==> config.mk <==
export PLATFORM = sky130hd
export DESIGN_NAME = sprite_evaluator
export DESIGN_NICKNAME = d
export VERILOG_FILES = /design/src/rtl/ppu_pkg.sv /design/src/rtl/sprite_slot_bank.sv /design/src/rtl/sprite_evaluator.sv
export SDC_FILE = /design/constraint.sdc
export NUM_CORES = 1
export LEC_CHECK = 0
export CAP_MARGIN = 20
export CORE_MARGIN = 4
export CORE_UTILIZATION = 55
export CTS_BUF_LIST = sky130_fd_sc_hd__clkbuf_2
export DETAILED_ROUTE_END_ITERATION = 12
export PLACE_DENSITY_LB_ADDON = 0.3
export RECOVER_POWER = 50
export SYNTH_ARGS = -nofsm -noshare
export SYNTH_HDL_FRONTEND = slang
export SYNTH_HIERARCHICAL = 1
export SYNTH_SLANG_ARGS = --single-unit
export TNS_END_PERCENT = 20
==> constraint.sdc <==
create_clock -name clk -period 7.75 [get_ports clk]
set_input_delay 1.55 -clock clk [delete_from_list [all_inputs] [get_ports clk]]
set_output_delay 1.55 -clock clk [all_outputs]
set_load 0.02 [all_outputs]
==> src/rtl/ppu_pkg.sv <==
// Shared PPU definitions: OAM entry layout, slot record and evaluator state encoding.
package ppu_pkg;

  localparam int OAM_ENTRIES = 64;
  localparam int OAM_ADDR_W  = 6;

  localparam int ATTR_HI = 31;
  localparam int ATTR_LO = 24;
  localparam int TILE_HI = 23;
  localparam int TILE_LO = 16;
  localparam int Y_HI    = 15;
  localparam int Y_LO    = 8;
  localparam int X_HI    = 7;
  localparam int X_LO    = 0;

  localparam int NUM_SLOTS  = 8;
  localparam int SLOT_SEL_W = 3;
  localparam int SLOT_CNT_W = 4;
  localparam int ROW_W      = 3;

  typedef struct packed {
    logic [7:0]       attr;
    logic [7:0]       tile;
    logic [7:0]       x;
    logic [ROW_W-1:0] row;
  } slot_t;

  typedef enum logic [1:0] {
    ST_IDLE  = 2'd0,
    ST_SCAN  = 2'd1,
    ST_DRAIN = 2'd2,
    ST_DONE  = 2'd3
  } eval_state_e;

  function automatic slot_t make_slot(input logic [31:0] entry, input logic [ROW_W-1:0] row);
    slot_t s;
    s.attr = entry[ATTR_HI:ATTR_LO];
    s.tile = entry[TILE_HI:TILE_LO];
    s.x    = entry[X_HI:X_LO];
    s.row  = row;
    return s;
  endfunction

endpackage

==> src/rtl/sprite_slot_bank.sv <==
// Double-buffered sprite slot bank: the evaluator appends into the back bank,
// the renderer reads the front bank, and swap publishes back to front.
module sprite_slot_bank
  import ppu_pkg::*;
(
  input  logic                  clk,
  input  logic                  reset,
  input  logic                  clear,
  input  logic                  push,
  input  slot_t                 push_slot,
  input  logic                  set_ovf,
  input  logic                  swap,
  input  logic [SLOT_SEL_W-1:0] rd_sel,
  output slot_t                 rd_slot,
  output logic [SLOT_CNT_W-1:0] back_count,
  output logic [SLOT_CNT_W-1:0] front_count,
  output logic                  front_ovf
);

  slot_t                 back_r  [NUM_SLOTS];
  slot_t                 front_r [NUM_SLOTS];
  logic [SLOT_CNT_W-1:0] back_cnt_r;
  logic [SLOT_CNT_W-1:0] front_cnt_r;
  logic                  back_ovf_r;
  logic                  front_ovf_r;

  // Back bank fill/clear and front bank publish; clear+swap publishes an empty bank.
  always_ff @(posedge clk) begin
    if (reset) begin
      for (int i = 0; i < NUM_SLOTS; i++) begin
        back_r[i]  <= '0;
        front_r[i] <= '0;
      end
      back_cnt_r  <= '0;
      front_cnt_r <= '0;
      back_ovf_r  <= 1'b0;
      front_ovf_r <= 1'b0;
    end else begin
      if (clear) begin
        for (int i = 0; i < NUM_SLOTS; i++) begin
          back_r[i] <= '0;
        end
        back_cnt_r <= '0;
        back_ovf_r <= 1'b0;
      end else begin
        if (push) begin
          back_r[back_cnt_r[SLOT_SEL_W-1:0]] <= push_slot;
          back_cnt_r <= back_cnt_r + SLOT_CNT_W'(1);
        end
        if (set_ovf) begin
          back_ovf_r <= 1'b1;
        end
      end
      if (swap) begin
        for (int i = 0; i < NUM_SLOTS; i++) begin
          front_r[i] <= clear ? '0 : back_r[i];
        end
        front_cnt_r <= clear ? '0 : back_cnt_r;
        front_ovf_r <= clear ? 1'b0 : back_ovf_r;
      end
    end
  end

  // Zero-latency renderer read of the published bank.
  always_comb begin
    rd_slot = front_r[rd_sel];
  end

  assign back_count  = back_cnt_r;
  assign front_count = front_cnt_r;
  assign front_ovf   = front_ovf_r;

endmodule

==> src/rtl/sprite_evaluator.sv <==
// Per-line sprite evaluator: scans OAM during hblank, collects up to MAX_SLOTS
// sprites covering the next line, and publishes them at end of line.
module sprite_evaluator
  import ppu_pkg::*;
#(
  parameter int H_EVAL_START = 640,
  parameter int H_SWAP       = 799,
  parameter int V_VISIBLE    = 480,
  parameter int V_TOTAL      = 525,
  parameter int LINE_SHIFT   = 1,
  parameter int SPRITE_H     = 8,
  parameter int MAX_SLOTS    = 8
) (
  input  logic                  clk,
  input  logic                  reset,
  input  logic [9:0]            hCount,
  input  logic [9:0]            vCount,
  output logic                  oam_rd_en,
  output logic [OAM_ADDR_W-1:0] oam_rd_addr,
  input  logic [31:0]           oam_rd_data,
  input  logic [SLOT_SEL_W-1:0] slot_sel,
  output logic                  slot_valid,
  output logic [7:0]            slot_attr,
  output logic [7:0]            slot_tile,
  output logic [7:0]            slot_x,
  output logic [ROW_W-1:0]      slot_row,
  output logic [SLOT_CNT_W-1:0] slot_count,
  output logic                  sprite_overflow,
  output logic                  eval_busy
);

  if (H_EVAL_START + 66 > H_SWAP) begin : g_bad_timing
    $error("sprite_evaluator: H_SWAP must be at least H_EVAL_START + 66");
  end

  localparam logic [9:0]            H_START_C  = 10'(H_EVAL_START);
  localparam logic [9:0]            H_SWAP_C   = 10'(H_SWAP);
  localparam logic [9:0]            V_VIS_C    = 10'(V_VISIBLE);
  localparam logic [9:0]            V_LAST_C   = 10'(V_TOTAL - 1);
  localparam logic [7:0]            SPR_H_C    = 8'(SPRITE_H);
  localparam logic [SLOT_CNT_W-1:0] MAX_C      = SLOT_CNT_W'(MAX_SLOTS);
  localparam logic [OAM_ADDR_W-1:0] OAM_LAST_C = OAM_ADDR_W'(OAM_ENTRIES - 1);

  eval_state_e           state_r;
  logic                  rd_en_r;
  logic [OAM_ADDR_W-1:0] rd_addr_r;
  logic                  data_vld_r;
  logic                  busy_r;
  logic [7:0]            sl_r;

  logic [9:0]            tl_s;
  logic [7:0]            sl_s;
  logic                  skip_s;
  logic [8:0]            d_s;
  logic                  in_range_s;
  logic                  eval_vld_s;
  logic                  full_s;
  logic                  push_s;
  logic                  ovf_s;
  logic                  start_hit_s;
  logic                  swap_hit_s;
  logic                  busy_state_s;
  logic                  clear_s;
  logic                  swap_s;
  slot_t                 push_slot_s;
  slot_t                 rd_slot_s;
  logic [SLOT_CNT_W-1:0] back_count_s;

  assign tl_s         = (vCount == V_LAST_C) ? 10'd0 : vCount + 10'd1;
  assign sl_s         = 8'(tl_s >> LINE_SHIFT);
  assign skip_s       = (tl_s >= V_VIS_C);
  assign start_hit_s  = (hCount == H_START_C);
  assign swap_hit_s   = (hCount == H_SWAP_C);
  assign busy_state_s = (state_r == ST_SCAN) || (state_r == ST_DRAIN);

  // Unsigned 9-bit difference: bit 8 set means Y lies below the line, so no wrap-around hits.
  assign d_s          = {1'b0, sl_r} - {1'b0, oam_rd_data[Y_HI:Y_LO]};
  assign in_range_s   = !d_s[8] && (d_s[7:0] < SPR_H_C);
  assign eval_vld_s   = data_vld_r && busy_state_s;
  assign full_s       = (back_count_s == MAX_C);
  assign push_slot_s  = make_slot(oam_rd_data, d_s[ROW_W-1:0]);

  // Hit classification of the entry returned this clock.
  always_comb begin
    push_s = 1'b0;
    ovf_s  = 1'b0;
    if (eval_vld_s && in_range_s) begin
      if (full_s) begin
        ovf_s = 1'b1;
      end else begin
        push_s = 1'b1;
      end
    end else begin
      push_s = 1'b0;
      ovf_s  = 1'b0;
    end
  end

  assign clear_s = ((state_r == ST_IDLE) && start_hit_s) || (busy_state_s && swap_hit_s);
  assign swap_s  = swap_hit_s && (state_r != ST_IDLE);

  // Evaluation FSM with its read strobe, address counter and busy flag.
  always_ff @(posedge clk) begin
    if (reset) begin
      state_r    <= ST_IDLE;
      rd_en_r    <= 1'b0;
      rd_addr_r  <= '0;
      data_vld_r <= 1'b0;
      busy_r     <= 1'b0;
      sl_r       <= 8'd0;
    end else begin
      data_vld_r <= rd_en_r;
      case (state_r)
        ST_IDLE: begin
          if (start_hit_s) begin
            sl_r <= sl_s;
            if (skip_s) begin
              state_r <= ST_DONE;
            end else begin
              state_r   <= ST_SCAN;
              rd_en_r   <= 1'b1;
              rd_addr_r <= '0;
              busy_r    <= 1'b1;
            end
          end
        end
        ST_SCAN: begin
          if (swap_hit_s) begin
            state_r <= ST_IDLE;
            rd_en_r <= 1'b0;
            busy_r  <= 1'b0;
          end else if (ovf_s || (rd_addr_r == OAM_LAST_C)) begin
            state_r <= ST_DRAIN;
            rd_en_r <= 1'b0;
          end else begin
            rd_addr_r <= rd_addr_r + OAM_ADDR_W'(1);
          end
        end
        ST_DRAIN: begin
          busy_r  <= 1'b0;
          state_r <= swap_hit_s ? ST_IDLE : ST_DONE;
        end
        ST_DONE: begin
          if (swap_hit_s) begin
            state_r <= ST_IDLE;
          end
        end
        default: begin
          state_r <= ST_IDLE;
          rd_en_r <= 1'b0;
          busy_r  <= 1'b0;
        end
      endcase
    end
  end

  sprite_slot_bank u_bank (
    .clk         (clk),
    .reset       (reset),
    .clear       (clear_s),
    .push        (push_s),
    .push_slot   (push_slot_s),
    .set_ovf     (ovf_s),
    .swap        (swap_s),
    .rd_sel      (slot_sel),
    .rd_slot     (rd_slot_s),
    .back_count  (back_count_s),
    .front_count (slot_count),
    .front_ovf   (sprite_overflow)
  );

  assign oam_rd_en   = rd_en_r;
  assign oam_rd_addr = rd_addr_r;
  assign eval_busy   = busy_r;
  assign slot_valid  = ({1'b0, slot_sel} < slot_count);
  assign slot_attr   = rd_slot_s.attr;
  assign slot_tile   = rd_slot_s.tile;
  assign slot_x      = rd_slot_s.x;
  assign slot_row    = rd_slot_s.row;

endmodule

congestion_map.png
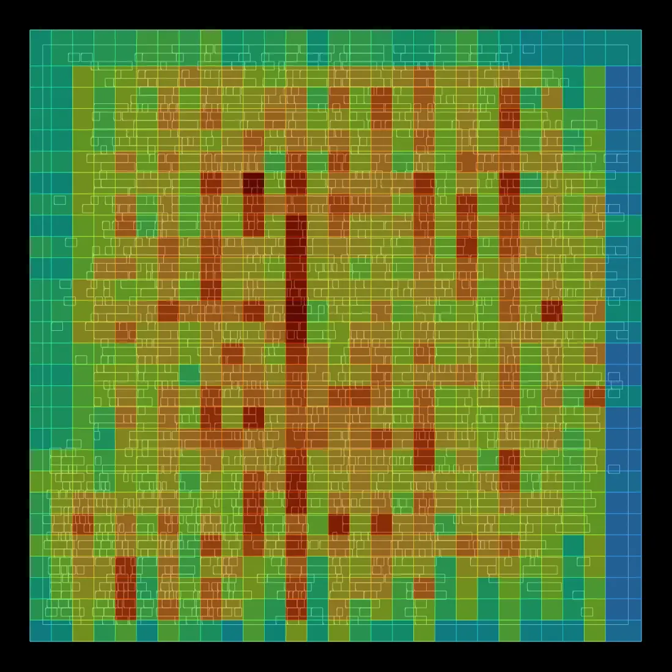
met3 Use GR: 0.0410
grt met1 use: 0.287
global route hottest layer: met2

==> flow_metrics.py <==
# Synthesis and PnR figures
metrics = {
    "final_layout": {
        "seq_share": 0.613,
        "stdcell_count": 1996,
        "final_core_utilization": 0.621,
        "final_nets": 1526,
        "design_area_um2": 22100,
        "num-nonclk-inverters": 25,
        "n_fill_cell": 2693,
        "logic_area_um2": 5790,
        "n_antenna_cell": 2,
        "clk_share": 0.0449,
        "syn2layout_area_growth_pct": 11.4,
        "final-nonclk-buf-share": 0.0492,
        "largest_class": "registers",
        "buffers": 118,
        "layout-drive-gt1-share": 0.206,
        "lay_top_count": "edfxtp_1",
    },
    "outcome": {
        "status": "complete, but fails checks",
        "violations": "max-capacitance violations, max-slew violations",
    },
    "synthesis": {
        "yosysTopAreaCell": "edfxtp_1",
        "synth_top_cell_by_count": "edfxtp_1",
        "yosys_area_um2": 19800,
        "synthCells": 1302,
        "mux_share": 0.0781,
        "yosys-top-cells-area": "edfxtp_1 65%, and2_1 8.1%, mux4_2 6.1%",
        "aoi_share": 0.0213,
        "top_area_frac": 0.654,
        "synthTopCellsByCount": "432 x edfxtp_1, 256 x and2_1, 164 x and3_1",
        "logic_family": "simple AND/OR/NAND/NOR gates",
        "edf_count": 432,
        "ys_warn_count": 6,
        "ys_sh_simple": 0.175,
        "synth_flop_count": 461,
        "avgSynthCellArea_um2": 15.2,
        "syn_area_um2": 19800,
        "yosys.cell_types.count": 67,
    },
    "routing": {
        "wl_met3_mm": 2.24,
        "top_layer": "met4",
        "drt-pass1-iter-count": 7,
        "wl_mm": 41.1,
        "ant_nets": 0,
        "dr_wl_met2_mm": 21.2,
        "viasPerCell": 5.57,
    },
    "timing": {
        "slew_viol_final": 398,
        "setup_ws_ps": 1420,
        "worst_pin_slew_ps": 3680,
        "rsz0062_at_grt": "false",
        "tns_ps": 0,
        "max_slew_margin": -1.45,
        "fmax_mhz": 158,
        "setup_viol": 0,
        "fin_crit_ps": 6330,
        "post-route-period-util": 0.816,
        "hold_viol": 0,
    },
    "critical_path": {
        "regToRegStartpoint": "state_r[0]$_SDFFE_PP0P_",
        "crit_chain": "dlygate4sd3_1, nor3b_1, and3_1, nand2_1, o21ai_0, nor2_4, clkbuf_1, and3_1",
        "crit_type": "primary input to flip-flop",
        "crit_end": "u_bank/front_r[1][15]$_SDFFCE_PP0P_",
        "crit_fanout": 106,
        "cpMaxStageDelayCell": "clkbuf_1",
        "crit_arrival_ps": 7070,
        "startpoint_type": "primary input",
    },
    "power": {
        "power_clock_mw": 1.52,
        "power.switching_mw": 1.16,
        "swShare": 0.245,
        "p_seq_mw": 2.84,
        "p_leak_nw": 8.63,
        "power.share.clock": 0.322,
    },
    "grt": {
        "grt_pass1_vias": 11540,
    },
    "floorplanning": {
        "taps": 461,
        "io_pins": 98,
        "dieHeight_um": 198,
        "chipArea_um2": 39200,
    },
    "placed_design": {
        "portBuffers": 97,
        "place_ws_ps": 1920,
        "hpwl_mm": 23.9,
    },
    "hold_path": {
        "min_path_type": "flip-flop to flip-flop",
        "hold_depth": 2,
    },
    "clock_network": {
        "clk_pin_slew_ps": 90,
        "cts_buffer_depth": 3,
        "root_buffer": "clkbuf_2",
        "cts_made_buffers": 111,
        "cts.sinks": 461,
        "cts.repair.resized": 0,
    },
    "flow_run": {
        "max_cap_viol_count": 8,
        "warnings": 34,
    },
}
clock_wires.png
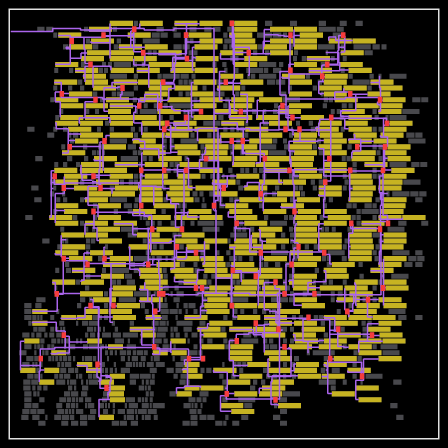
[red] clock-net drivers | count: 111
[purple] clock wires | length: 5,350 um
[yellow] flip-flops | count: 461
flops lie	widely spread
Setup Skew: 90.7 ps
Clock Latency Late Sink: 930 ps

-- critical path: cells and delay by family --
family          cells  cell delay [ps]
buf+inv             2             3110
simple gates        5             1920
compound gates      1              340
-- state kept, by name, indices dropped and copies added, names as in the netlist --
name / flops
oam_rd_addr: 6
eval_busy: 1
u_bank/back_count: 4
sl_r: 8
u_bank/front_count: 4
u_bank/back_ovf_r: 1
state_r: 2
u_bank/front_r: 216
oam_rd_en: 1
data_vld_r: 1
u_bank/back_r: 216
u_bank/front_ovf: 1
-- routing by layer --
layer  vias up  GRT usage
li1       5207          -
met1      5538      0.287
met5         -          0
met4         0     0.0622
met3        52     0.0410
met2       323      0.364
Power and IR drop assume default switching activity.
